met2.png
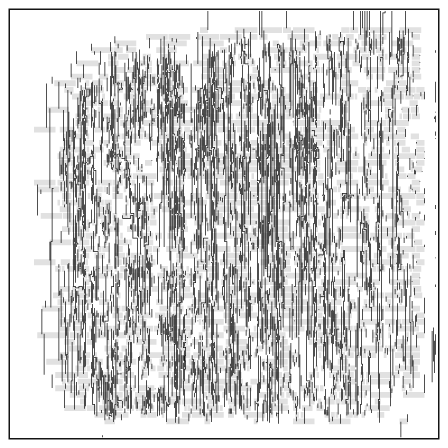
drive_strength.png
Bar = 50 um.
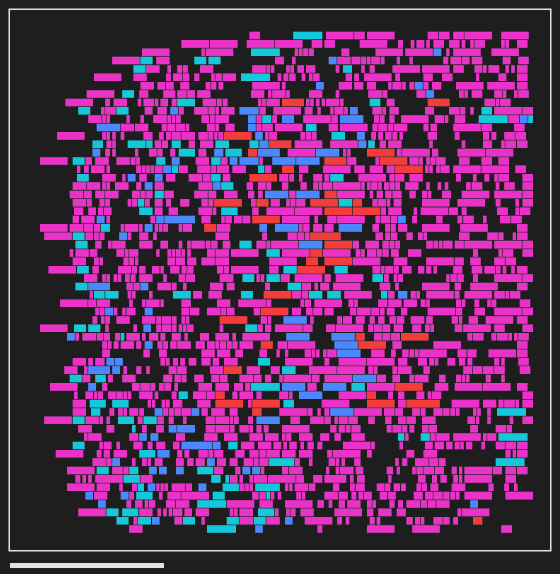
File: src/rtl/uart_autobaud.sv
// Autobaud detector: times the edges of a 0x55 sync character and derives a
// x8-oversampling baud limit, with software override through cfg_write.
module uart_autobaud #(
   parameter logic [31:0] DEFAULT_LIMIT  = 32'd53,
   parameter int          MIN_SEG_CYCLES = 16,
   parameter logic [31:0] TIMEOUT_CYCLES = 32'd1_000_000
) (
   input  logic        clock,
   input  logic        reset,
   input  logic        rx_in,
   input  logic        enable,
   input  logic [31:0] cfg_limit,
   input  logic        cfg_write,
   output logic [31:0] baud_limit,
   output logic        baud_update,
   output logic        locked,
   output logic        busy,
   output logic        error
);

   localparam logic [31:0] MIN_SEG = 32'(MIN_SEG_CYCLES);

   typedef enum logic [1:0] {IDLE, MEAS, STOP} state_t;

   state_t      state, state_next;
   logic        rx_s1, rx_s2, rx_d;
   logic [2:0]  fill;
   logic        fall, rise, edge_det;
   logic [31:0] seg_cnt, seg_s, total;
   logic [3:0]  edge_idx;
   logic [31:0] seg_lo, total_sum;
   logic [32:0] seg_hi, sum_wide;
   logic        seg_ok, timeout;
   logic        start, first, accum, accept, reject;

   // fill keeps edges masked until rx_d holds a genuine sample after reset,
   // so a line that is already low does not look like a fresh falling edge
   always_ff @(posedge clock or posedge reset) begin
      if (reset) begin
         rx_s1 <= 1'b1;
         rx_s2 <= 1'b1;
         rx_d  <= 1'b1;
         fill  <= 3'b000;
      end else begin
         rx_s1 <= rx_in;
         rx_s2 <= rx_s1;
         rx_d  <= rx_s2;
         fill  <= {fill[1:0], 1'b1};
      end
   end

   assign fall     = fill[2] & rx_d & ~rx_s2;
   assign rise     = fill[2] & ~rx_d & rx_s2;
   assign edge_det = fall | rise;

   assign seg_lo    = seg_s - (seg_s >> 2);
   assign seg_hi    = {1'b0, seg_s} + {3'b000, seg_s[31:2]};
   assign seg_ok    = (seg_cnt >= seg_lo) && ({1'b0, seg_cnt} <= seg_hi);
   assign sum_wide  = {1'b0, total} + {1'b0, seg_cnt};
   assign total_sum = sum_wide[32] ? 32'hFFFF_FFFF : sum_wide[31:0];
   assign timeout   = seg_cnt >= TIMEOUT_CYCLES;

   always_ff @(posedge clock or posedge reset) begin
      if (reset) state <= IDLE;
      else       state <= state_next;
   end

   always_comb begin
      state_next = state;
      start      = 1'b0;
      first      = 1'b0;
      accum      = 1'b0;
      accept     = 1'b0;
      reject     = 1'b0;
      case (state)
         IDLE: begin
            if (enable && fall) begin
               start      = 1'b1;
               state_next = MEAS;
            end
         end
         MEAS: begin
            if (edge_det) begin
               if (edge_idx == 4'd0) begin
                  if (seg_cnt < MIN_SEG) reject = 1'b1;
                  else                   first  = 1'b1;
               end else if (!seg_ok) begin
                  reject = 1'b1;
               end else begin
                  accum = 1'b1;
                  if (edge_idx == 4'd7) state_next = STOP;
               end
            end else if (timeout) begin
               reject = 1'b1;
            end
         end
         STOP: begin
            if (edge_det) begin
               if (rise && seg_ok) accept = 1'b1;
               else                reject = 1'b1;
               state_next = IDLE;
            end else if (timeout) begin
               reject = 1'b1;
            end
         end
         default: state_next = IDLE;
      endcase
      if (reject) state_next = IDLE;
      // a disable or software write aborts silently and discards any result
      if (!enable || cfg_write) begin
         state_next = IDLE;
         accept     = 1'b0;
         reject     = 1'b0;
      end
   end

   assign busy = (state != IDLE);

   always_ff @(posedge clock or posedge reset) begin
      if (reset) begin
         seg_cnt  <= '0;
         edge_idx <= '0;
         seg_s    <= '0;
         total    <= '0;
      end else begin
         if (state_next == IDLE) begin
            seg_cnt  <= '0;
            edge_idx <= '0;
         end else if (start) begin
            seg_cnt  <= 32'd1;
            edge_idx <= '0;
         end else if (edge_det) begin
            seg_cnt  <= 32'd1;
            edge_idx <= edge_idx + 4'd1;
         end else begin
            seg_cnt  <= seg_cnt + 32'd1;
         end
         if (first) begin
            seg_s <= seg_cnt;
            total <= seg_cnt;
         end else if (accum) begin
            total <= total_sum;
         end
      end
   end

   always_ff @(posedge clock or posedge reset) begin
      if (reset) begin
         baud_limit  <= DEFAULT_LIMIT;
         baud_update <= 1'b0;
         locked      <= 1'b0;
         error       <= 1'b0;
      end else begin
         baud_update <= 1'b0;
         error       <= reject;
         if (cfg_write) begin
            baud_limit  <= cfg_limit;
            baud_update <= 1'b1;
            locked      <= 1'b0;
         end else if (accept) begin
            baud_limit  <= (total >> 6) - 32'd1;
            baud_update <= 1'b1;
            locked      <= 1'b1;
         end
      end
   end

endmodule

File: config.mk
export PLATFORM = sky130hd
export DESIGN_NAME = uart_autobaud
export DESIGN_NICKNAME = d
export VERILOG_FILES = /design/src/rtl/uart_autobaud.sv
export SDC_FILE = /design/constraint.sdc
export NUM_CORES = 1
export LEC_CHECK = 0
export CAP_MARGIN = 20
export CELL_PAD_IN_SITES_DETAIL_PLACEMENT = 0
export CELL_PAD_IN_SITES_GLOBAL_PLACEMENT = 1
export CORE_MARGIN = 5
export CORE_UTILIZATION = 48
export DETAILED_ROUTE_END_ITERATION = 16
export PLACE_DENSITY_LB_ADDON = 0.25
export SLEW_MARGIN = 15
export SYNTH_ARGS = -nofsm -noshare
export SYNTH_HDL_FRONTEND = slang
export SYNTH_SLANG_ARGS = --single-unit
File: constraint.sdc
create_clock -name clock -period 5.5 [get_ports clock]
set_input_delay 1.1 -clock clock [delete_from_list [all_inputs] [get_ports clock]]
set_output_delay 1.1 -clock clock [all_outputs]
set_load 0.01 [all_outputs]
==> metrics.cfg <==
[status]
status = finished clean

[setup_path]
cp-start-kind = flip-flop
reg2reg_from = seg_s[0]
path_buffers = 5
crit_family = AND-OR/OR-AND gates
crit_required_ns = 5.83
reg2reg_setup_slack_ns = 0.16
cp.arrival_ns = 5.68
crit_path_top_delay_cell = a2111oi_4
cp.depth = 27
cp_max_fo = 8
critPathKind = reg2reg
r2r_cells = 27
cp_common_cell = a21o_1
crit_path_start = seg_s[0]
rr_endpoint = seg_cnt[24]
crit_path_max_incr_delay_ns = 0.43

[power]
maxPowerGroup = clock
p_seq_frac = 0.441
combPwrFrac = 0.080
p_sw_frac = 0.267
finalPower_mw = 2.48
p_switching_uw = 660
p_clk_mw = 1.19
p_per_area_nw_per_um2 = 158
peakVddDrop_mv = 0.174
power.leakage_nw = 7.34
p_clk_frac = 0.480

[synth]
ys_top_cells_by_area = dfrtp_1 (26%), ha_1 (16%), xnor2_1 (5.5%)
ys_cells = 1511
postSynthSeqShare = 0.273
ys_async_sr_fraction = 1.00
synth-area-yosys_um2 = 13200
ff_type = dfrtp_1
syn-cell-area_um2 = 13200
ys_warn_count = 0
synth_top_area_share = 0.259
yosysTopAreaCell = dfrtp_1
synth.distinct_cells = 88
netlist_instances = 1511
floorplan.nets = 1716
ys_ff = 143
edf_count = 0
synth.most_common_cell = ha_1

[global_route]
grt_pass1_wl_um = 57200
antenna_found_initial = 0
grt_pass1_vias = 11100
grt_overflow_total = 0
grt_max_degree = 70

[routing]
routed_via_density = 5.81
wirelength_um = 35400
wl_per_cell_um = 18.1
ant_nets = 0
drtIter0Drc = 820
vias = 11400
dr.pass1.iters = 5
drc = 0

[sta]
hold_viol = 0
period_used_share = 0.971
finalSetupTns_ns = 0
rsz0062_at_grt = yes
setup_violations = 0
layout_min_cycle_time_ns = 5.34
fin_worst_skew_ns = 0.0189
maxSlewHeadroom = 0.421
fmax_mhz = 187

[cts]
htreeDepth = 4
clock-sinks = 143
cts_resized = 5
clock_latency_ns = 0.43
ctsHoldBuffers = 0
cts_tree = built
numCtsBuffers = 17
cts-root-buf = clkbuf_16
cts_buffer_depth = 2
cts.reportedPaths.clkPinSlew_ns = 0.06

[worst_hold_path]
hp-class = reg2reg

[placed_design]
placed_cells = 1900
globalplace.congestion = 0.910
dp_hpwl_um = 25600

[die]
n_tap_cell = 341
fp.dieArea_um2 = 30800
die_y_um = 176
coreArea_um2 = 27000
die_w_um = 176
num_rows = 60
io_pins = 73
floorplan.core_util = 0.488

[final_layout]
bufAreaShareNonClock = 0.0905
drive_gt1_frac = 0.153
synthToLayoutAreaGrowth_pct = 19.4
num-fill-cells = 2394
fin_cells = 1959
comb_cells = 1219
mostFrequentLayoutCells = ha_1 (159), dfrtp_1 (133), nand2_1 (127)
n_all_inverters = 81
largestClassByArea = combinational gates
comb_area_share = 0.596
layout_top_cell = ha_1
nFlopsAndLatches = 143
logic_area_um2 = 9370
fin_nets = 1810
clkbuf_count = 17
diodes = 0
utilization = 0.583
seqCellArea_um2 = 3590
clkCellAreaFrac = 0.0376

[flow_run]
cap_violations = 0
warning_count = 63

Back to the opening pictures, met2.png:
The longest straight run is 91.5 um. The layer carries 16600 um of wire. The layer holds 47% of the routed length. The wires run mostly vertical. 1477 nets have wire on it.

Back to the opening pictures, drive_strength.png:
Blue marks drive 3 to 4, cells 93, share 5.7%. Magenta marks drive 1 or less, cells 1370, share 85%. Red marks drive 6 and up, cells 43, share 2.7%. Cyan marks drive 2, cells 112, share 6.9%.
count of non-CTS buffers in the layout: 143
Finished Cell Area: 15700 um2

[routing by layer]
layer / vias up / track usage / routed length (um)
met1: 5456 / 0.307 / 17000
li1: 5645 / - / -
met3: 50 / 0.0248 / 1110
met5: - / 0 / 0
met4: 0 / 0.0500 / 660
met2: 222 / 0.378 / 16600
[how the worst min path moves through the flow]
| stage | from | end | slack (ns) | depth (start not counted) |
|---|---|---|---|---|
| floorplan | fill[0] | fill[1] | 0.33 | 0 |
| global placement | fill[1] | fill[2] | 0.33 | 0 |
| detailed placement | fill[1] | fill[2] | 0.33 | 0 |
| CTS | fill[1] | fill[2] | 0.35 | 0 |
| global route | fill[1] | fill[2] | 0.36 | 0 |
| finish | fill[1] | fill[2] | 0.35 | 0 |
[cell families after synthesis]
| family | synth area share |
|---|---|
| and+or+nand+nor | 0.180 |
| adders and majority gates | 0.161 |
| AOI/OAI and AO/OA | 0.203 |
| muxes | 0.0438 |
| DFF | 0.273 |
| buffers and inverters | 0.0481 |
| xor gates and xnor gates | 0.0905 |
| other | 0.000285 |
[metrics by stage]
stage / cell area, um2 / hold WS (ns) / setup WS (ns)
floorplan: 13200 / 0.331 / 0.434
global placement: 14400 / 0.332 / 0.0848
detailed placement: 14400 / 0.335 / -0.00518
CTS: 15000 / 0.349 / 0.0345
global route: 15700 / 0.355 / -0.0625
finish: 15700 / 0.348 / 0.157
[sequential cells by signal, indices dropped and copies added, names as in the netlist]
| register | count |
|---|---|
| baud_limit | 32 |
| seg_cnt | 32 |
| seg_s | 32 |
| total | 32 |
| edge_idx | 4 |
| fill | 3 |
| state | 2 |
| baud_update | 1 |
| error | 1 |
| locked | 1 |
| rx_d | 1 |
| rx_s1 | 1 |
| rx_s2 | 1 |
